<file path="config.mk">
export PLATFORM = sky130hd
export DESIGN_NAME = fifo_wr_arbiter
export DESIGN_NICKNAME = d
export VERILOG_FILES = /design/src/rtl/fifo_wr_arbiter.sv
export SDC_FILE = /design/constraint.sdc
export NUM_CORES = 1
export LEC_CHECK = 0
export CAP_MARGIN = 20
export CORE_UTILIZATION = 41
export CTS_CLUSTER_SIZE = 10
export DETAILED_ROUTE_END_ITERATION = 7
export MAX_ROUTING_LAYER = met4
export PLACE_DENSITY = 0.8
export RECOVER_POWER = 25
export SLEW_MARGIN = 10
export SYNTH_ARGS = -nofsm -noshare
export SYNTH_HDL_FRONTEND = slang
export SYNTH_SLANG_ARGS = --single-unit
</file>
<file path="constraint.sdc">
create_clock -name clk_i -period 2.1 [get_ports clk_i]
set_input_delay 0.315 -clock clk_i [delete_from_list [all_inputs] [get_ports clk_i]]
set_output_delay 0.315 -clock clk_i [all_outputs]
set_load 0.05 [all_outputs]
</file>
<file path="src/rtl/fifo_wr_arbiter.sv">
// Round-robin arbiter sharing one synchronous-FIFO write port between NREQ requesters.
// Grants one owner for a burst of up to MAX_BURST words and counts full-stalled cycles.
module fifo_wr_arbiter #(
   parameter int WIDTH     = 8,
   parameter int NREQ      = 4,
   parameter int MAX_BURST = 4
) (
   input  logic                     clk_i,
   input  logic                     rst_ni,
   input  logic [NREQ-1:0]          req_i,
   input  logic [NREQ*WIDTH-1:0]    wdata_i,
   output logic [NREQ-1:0]          ack_o,
   input  logic                     fifo_full_i,
   output logic                     fifo_wr_en_o,
   output logic [WIDTH-1:0]         fifo_wdata_o,
   output logic [$clog2(NREQ)-1:0]  owner_o,
   output logic                     busy_o,
   output logic [15:0]              stall_cnt_o
);

   localparam int OW = $clog2(NREQ);
   localparam logic [3:0] BURST_LIMIT = 4'(MAX_BURST);

   typedef enum logic {
      S_IDLE,
      S_GRANT
   } state_t;

   state_t         state_q, state_d;
   logic [OW-1:0]  owner_q, owner_d;
   logic [OW-1:0]  last_q, last_d;
   logic [3:0]     burst_q, burst_d;
   logic [15:0]    stall_q, stall_d;

   logic [OW-1:0]    sel;
   logic             req_own;
   logic [WIDTH-1:0] lane_data;
   logic             accept;

   // Round-robin pick: lowest requester above last wins; otherwise wrap to the lowest overall.
   always_comb begin
      sel = '0;
      for (int k = NREQ - 1; k >= 0; k--) begin
         if (req_i[k]) sel = OW'(k);
      end
      for (int k = NREQ - 1; k >= 0; k--) begin
         if (req_i[k] && (OW'(k) > last_q)) sel = OW'(k);
      end
   end

   // Owner lane selection with constant indices only, so non-power-of-two NREQ stays in range.
   always_comb begin
      req_own   = 1'b0;
      lane_data = '0;
      for (int k = 0; k < NREQ; k++) begin
         if (owner_q == OW'(k)) begin
            req_own   = req_i[k];
            lane_data = wdata_i[k*WIDTH +: WIDTH];
         end
      end
   end

   assign accept = (state_q == S_GRANT) && req_own && !fifo_full_i;

   always_comb begin
      ack_o = '0;
      for (int k = 0; k < NREQ; k++) begin
         ack_o[k] = accept && (owner_q == OW'(k));
      end
   end

   assign fifo_wr_en_o = accept;
   assign fifo_wdata_o = accept ? lane_data : '0;
   assign owner_o      = owner_q;
   assign busy_o       = (state_q == S_GRANT);
   assign stall_cnt_o  = stall_q;

   always_comb begin
      // NOTE: every output of this block gets a default first, so no path can infer a latch.
      state_d = state_q;
      owner_d = owner_q;
      last_d  = last_q;
      burst_d = burst_q;
      stall_d = stall_q;
      unique case (state_q)
         S_IDLE: begin
            if (|req_i) begin
               state_d = S_GRANT;
               owner_d = sel;
               last_d  = sel;
               burst_d = '0;
            end
         end
         S_GRANT: begin
            if (!req_own) begin
               state_d = S_IDLE;
            end else if (fifo_full_i) begin
               if (stall_q != 16'hFFFF) stall_d = stall_q + 16'd1;
            end else begin
               burst_d = burst_q + 4'd1;
               if ((burst_q + 4'd1) == BURST_LIMIT) state_d = S_IDLE;
            end
         end
         default: state_d = S_IDLE;
      endcase
   end

   // last resets to NREQ-1 so requester 0 has first priority after reset.
   always_ff @(posedge clk_i or negedge rst_ni) begin
      if (!rst_ni) begin
         state_q <= S_IDLE;
         owner_q <= '0;
         last_q  <= OW'(NREQ - 1);
         burst_q <= '0;
         stall_q <= '0;
      end else begin
         // NOTE: non-blocking assignments keep every register sampling pre-edge values.
         state_q <= state_d;
         owner_q <= owner_d;
         last_q  <= last_d;
         burst_q <= burst_d;
         stall_q <= stall_d;
      end
   end

endmodule

</file>
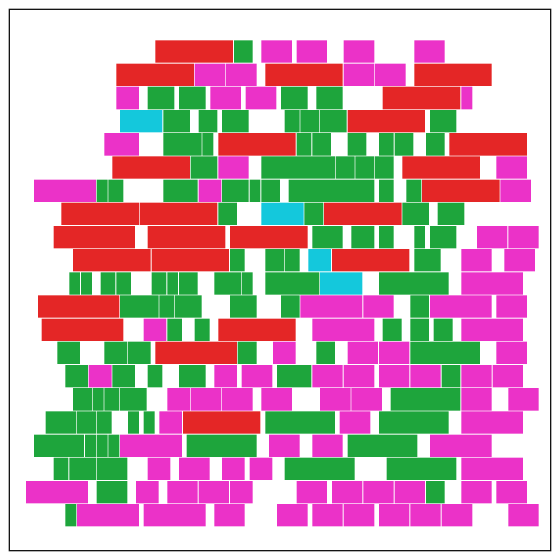
*Cell classes on the final placement, run 1*
legend:
  clock drivers and dummy loads:
    color: cyan
    cells: 4
  sequential cells:
    color: red
    cells: 25
  remaining buffers and delay cells:
    color: magenta
    cells: 84
  combinational and other logic:
    color: green
    cells: 107
Seq area share: 24.4%
post-layout util: 74.4%
fin area: 2580 µm²
core area: 3470 µm²

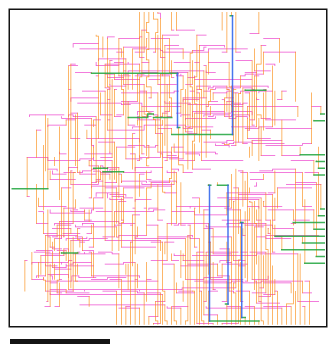
*Routed metal, one color a layer, run 1*
The bar under the picture is 20 µm long.
legend:
  metal 2:
    color: orange
    wire_length: 2,380 µm
  metal 3:
    color: green
    wire_length: 125 µm
  metal 1:
    color: magenta
    wire_length: 1,690 µm
  metal 4:
    color: blue
    wire_length: 105 µm

==> reports/results.ini, run 1 <==
[outcome]
status=finished clean

[global_route]
globalRouteMet3Util_pct=4.35
grt.overflow.total=0
grtUsageMet2_pct=42.6
grt_max_degree=26
antenna_found_initial=0
grt_pass1_vias=1446

[logic_synthesis]
synth_top_cell_by_area=dfrtp_1
top_cell=dfrtp_1
postSynthAreaPerCell_um2=11.2
synth.top_cell.area_share_pct=37.3
yosys-stat-area_um2=1540
synth_cell_types=38
top_cells_by_count=23 x dfrtp_1, 12 x and3_1, 12 x xnor2_1
ys_sh_adder_pct=1.62
fp_nets=179
synth_flops=25
xor_area_share_pct=7.94
synth.logic.top_family=simple AND/OR/NAND/NOR gates
ys_sh_aoi_pct=9.48
yosysWarnings=0
synth-edff-count=0

[power]
peakVddDrop_mv=0.605
power.density_nw_per_um2=1100
p_leak_nw=1.08

[job]
log.warning_count=27
cap_viol_max_count=0

[min_path]
hp-class=reg -> reg

[floorplanning]
fp_util_pct=44.5
die-area_um2=4020
die_w_um=63.4
taps=46

[setup_path]
worstSetupStartpointType=input pin
cp-end-kind=output pin
critPathKind=in -> out
worst-path-stages=4
critPathTopFamily=multiplexers
path_cells=clkdlybuf4s50_1 -> mux4_2 -> and3_1 -> buf_12
cpPeakStageDelay_ps=620
r2r-end=stall_cnt_o[1]$_DFFE_PN0P_
cp_slowest_cell=mux4_2
rr_startpoint=stall_cnt_o[1]$_DFFE_PN0P_
arrival_ps=1750

[route]
vias=1458
dr.pass1.iters=4
post_drt_wl_per_cell_um=16.1
post-route-drc-count=0
top_layer=met4

[sta]
worstMarginPinSlew_ps=1320
max_freq_mhz=485
setup_violations=0
hold_viol=0
fin_tns_setup_ps=0
relSlewSlack_pct=12.2
worst_slack_ps=37.7
rsz0062_at_grt=true
slew_viol_final=0

[final_layout]
buffer_area_share_pct=36.2
nNonClkInverters=4
drive_gt1_share_pct=23.6
largestClassByArea=buffers
area_delta_synth_final_pct=67.1
largest_reg_flops=16
regArea_um2=631
seq_cells=25
fill_cells=253
comb-cell-share_pct=34.7
diodes=0
clkCellAreaFrac_pct=1.89

[clocking]
clockRootBuffer=clkbuf_8
worstSkewPairLatency_ps=270
postCtsHoldBufs=0

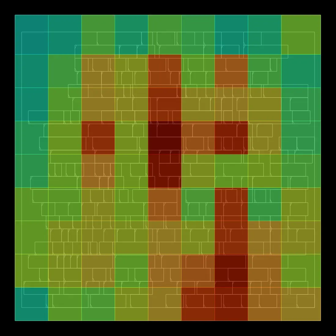
*Congestion heat map, run 1*
all-layer global routing usage: 23.9%
most used routing layer: met2
GR Util met1: 26.3%

run 1: worst register-to-register path, delay by kind of cell, from the launching register on:
kind                     cells  cell delay [ps]
adder cells (fa/ha/maj)      1              240
flip-flops                   1              440
AND-OR/OR-AND                1              320
AND/OR/NAND/NOR              2              490
multiplexers                 1              360
run 1: power breakdown:
group / internal, W / switching, W / total, W
clock: 0.000135 / 0.000157 / 0.000292
sequential: 0.000615 / 0.000144 / 0.000758
combinational: 0.000813 / 0.000970 / 0.00178
run 1: worst min path at each step:
| stage | endpoint | depth (start not counted) | slack (ps) |
|---|---|---|---|
| 6_report | stall_cnt_o[13]$_DFFE_PN0P_ | 1 | 510 |
| 3_5_place_dp | burst_q[2]$_DFFE_PN0P_ | 1 | 510 |
| 3_3_place_gp | stall_cnt_o[6]$_DFFE_PN0P_ | 1 | 480 |
| 2_1_floorplan | burst_q[0]$_DFFE_PN0P_ | 0 | 20 |
| 4_1_cts | stall_cnt_o[0]$_DFFE_PN0P_ | 2 | 410 |
| 5_1_grt | stall_cnt_o[13]$_DFFE_PN0P_ | 1 | 520 |
run 1: layout by cell type (no fill, tap or decap), types with 2 or more instances in the layout:
| master | n |
|---|---|
| clkdlybuf4s50_1 | 55 |
| dfstp_2 | 2 |
| nand3_1 | 11 |
| nor2b_1 | 2 |
| dfrtp_2 | 2 |
| nor2_1 | 2 |
| and4_1 | 3 |
| a21oi_1 | 3 |
| nand4_1 | 8 |
| inv_1 | 3 |
| a21boi_1 | 2 |
| mux4_2 | 9 |
| xor2_1 | 2 |
| o21ai_1 | 3 |
| buf_4 | 12 |
| a21o_1 | 3 |
| clkbuf_8 | 3 |
| xnor2_1 | 12 |
| buf_12 | 13 |
| and4b_1 | 2 |
| nand2_1 | 9 |
| ha_1 | 2 |
| and3_1 | 11 |
| dfrtp_1 | 21 |
### Sequential cells grouped by signal name, run 1

The bar under the picture is 20 µm long. Other sequential cells in the stronger gray, the rest of the logic in the fainter gray.
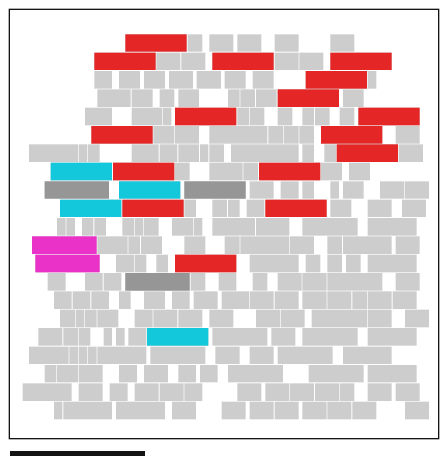

==> run 2: changes to the inputs <==
Settings changed: SETUP_SLACK_MARGIN from default to 0.5.
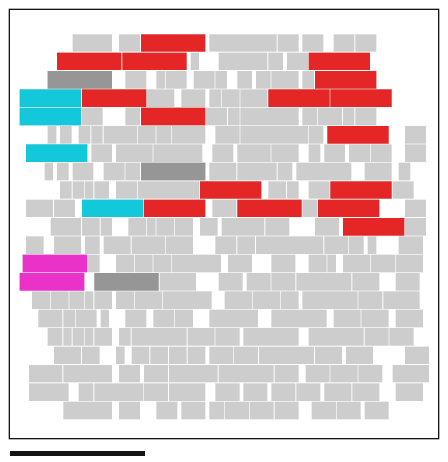
*Sequential cells grouped by signal name, run 2*
The bar under the picture is 20 µm long. Other sequential cells in the stronger gray, the rest of the logic in the fainter gray.
legend:
  last_q:
    color: magenta
    placed_flops: 2
  burst_q:
    color: cyan
    placed_flops: 4
  stall_cnt_o:
    color: red
    placed_flops: 16
not colored: 3
post-layout util: 82.8%
P_seq: 0.000818 W
Seq area share: 22.3%

==> reports/results.ini, run 2 <==
[outcome]
status=finished clean

[global_route]
grt_max_degree=26
grtUsageMet2_pct=46.9
met1_usage_pct=31.7
busiest_layer=met2
globalRouteMet3Util_pct=4.71
grt_pass1_vias=1572
antenna_found_initial=0

[logic_synthesis]
synth.logic.top_family=simple AND/OR/NAND/NOR gates
top_cells_by_count=23 x dfrtp_1, 12 x and3_1, 12 x xnor2_1
ys_sh_adder_pct=1.62
top_cell=dfrtp_1
synth.top_cell.area_share_pct=37.3
synth_flops=25
synth_top_cell_by_area=dfrtp_1
yosys-stat-area_um2=1540
postSynthAreaPerCell_um2=11.2
yosysWarnings=0
ys_sh_aoi_pct=9.48
synth_cell_types=38

[route]
dr.pass1.iters=4
vias=1594
top_layer=met4

[setup_path]
critPathTopFamily=flip-flops
arrival_ps=2240
path_cells=buf_4 -> mux4_2 -> buf_12 -> buf_4 -> nand3_4 -> a41oi_4 -> nand4_1 -> xnor2_1

[job]
cap_viol_max_count=0

[power]
peakVddDrop_mv=0.974
power.density_nw_per_um2=1170

[final_layout]
largest_reg_flops=16
drive_gt1_share_pct=43.7
final_common_cell=clkdlybuf4s50_1

[floorplanning]
die_w_um=63.4

[sta]
worstMarginPinSlew_ps=1310
hold_viol=0
max_freq_mhz=479
relSlewSlack_pct=12.6

[clocking]
clockRootBuffer=clkbuf_8

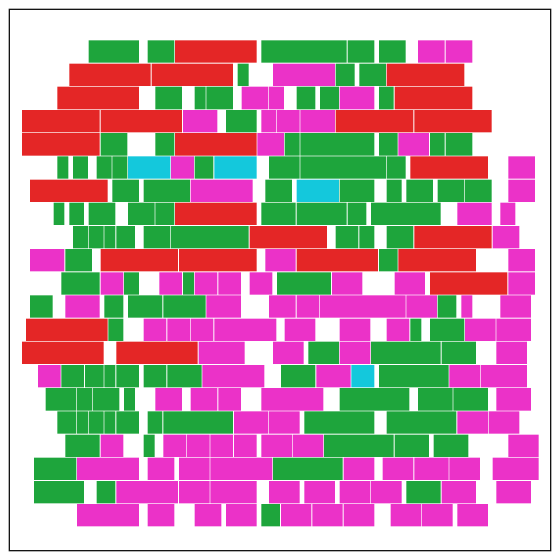
*Cell classes on the final placement, run 2*
legend:
  sequential cells:
    color: red
    cells: 25
  clock drivers and dummy loads:
    color: cyan
    cells: 4
  remaining buffers and delay cells:
    color: magenta
    cells: 101
  combinational and other logic:
    color: green
    cells: 108
fin area: 2870 µm²
Std-Cell Rows: 21

## run 2: area by class of cell
cell class / count / area [µm²]
Clock buffer: 3 / 41.3
Clock inverter: 1 / 7.51
Fill cell: 198 / 597
Inverter: 4 / 22.5
Multi-Input combinational cell: 104 / 1030
Sequential cell: 25 / 639
Tap cell: 46 / 57.6
Timing Repair Buffer: 101 / 1070
## run 2: cell families after synthesis
group	Yosys count
AND/OR/NAND/NOR	57
flip-flops	25
AND-OR/OR-AND	19
XOR/XNOR	14
multiplexers	11
buffers and inverters	10
adder cells (fa/ha/maj)	2
## run 2: where the power goes
group	switching, W	internal [W]	total (W)
logic	0.00112	0.00113	0.00224
registers	0.000195	0.000623	0.000818
clock network	0.000155	0.000134	0.000289
total	0.00147	0.00188	0.00335
## run 2: final timing paths
kind | from | to | slack [ps] | depth (start not counted)
max | owner_o[0]$_DFFE_PN0P_ | stall_cnt_o[3]$_DFFE_PN0P_ | 10 | 8
min | stall_cnt_o[6]$_DFFE_PN0P_ | stall_cnt_o[6]$_DFFE_PN0P_ | 490 | 1
max reg2reg | owner_o[0]$_DFFE_PN0P_ | stall_cnt_o[3]$_DFFE_PN0P_ | 10 | 8
min reg2reg | stall_cnt_o[6]$_DFFE_PN0P_ | stall_cnt_o[6]$_DFFE_PN0P_ | 490 | 1
max in group asynchronous | rst_ni | owner_o[0]$_DFFE_PN0P_ | 380 | 2
min in group asynchronous | rst_ni | stall_cnt_o[11]$_DFFE_PN0P_ | 860 | 2
## run 2: stage by stage
stage                     worst slack, ps  TNS, ps  instances  power [W]
final                                11.4        0        284    0.00335
after global routing                -4.71    -4.71        284    0.00349
after detailed placement            -75.2     -483        261    0.00254
after global placement              -33.0    -73.1        261    0.00249
after CTS                            74.8        0        273    0.00307
after floorplan                       228        0        138    0.00199
Power is estimated from default activity; no workload was simulated.
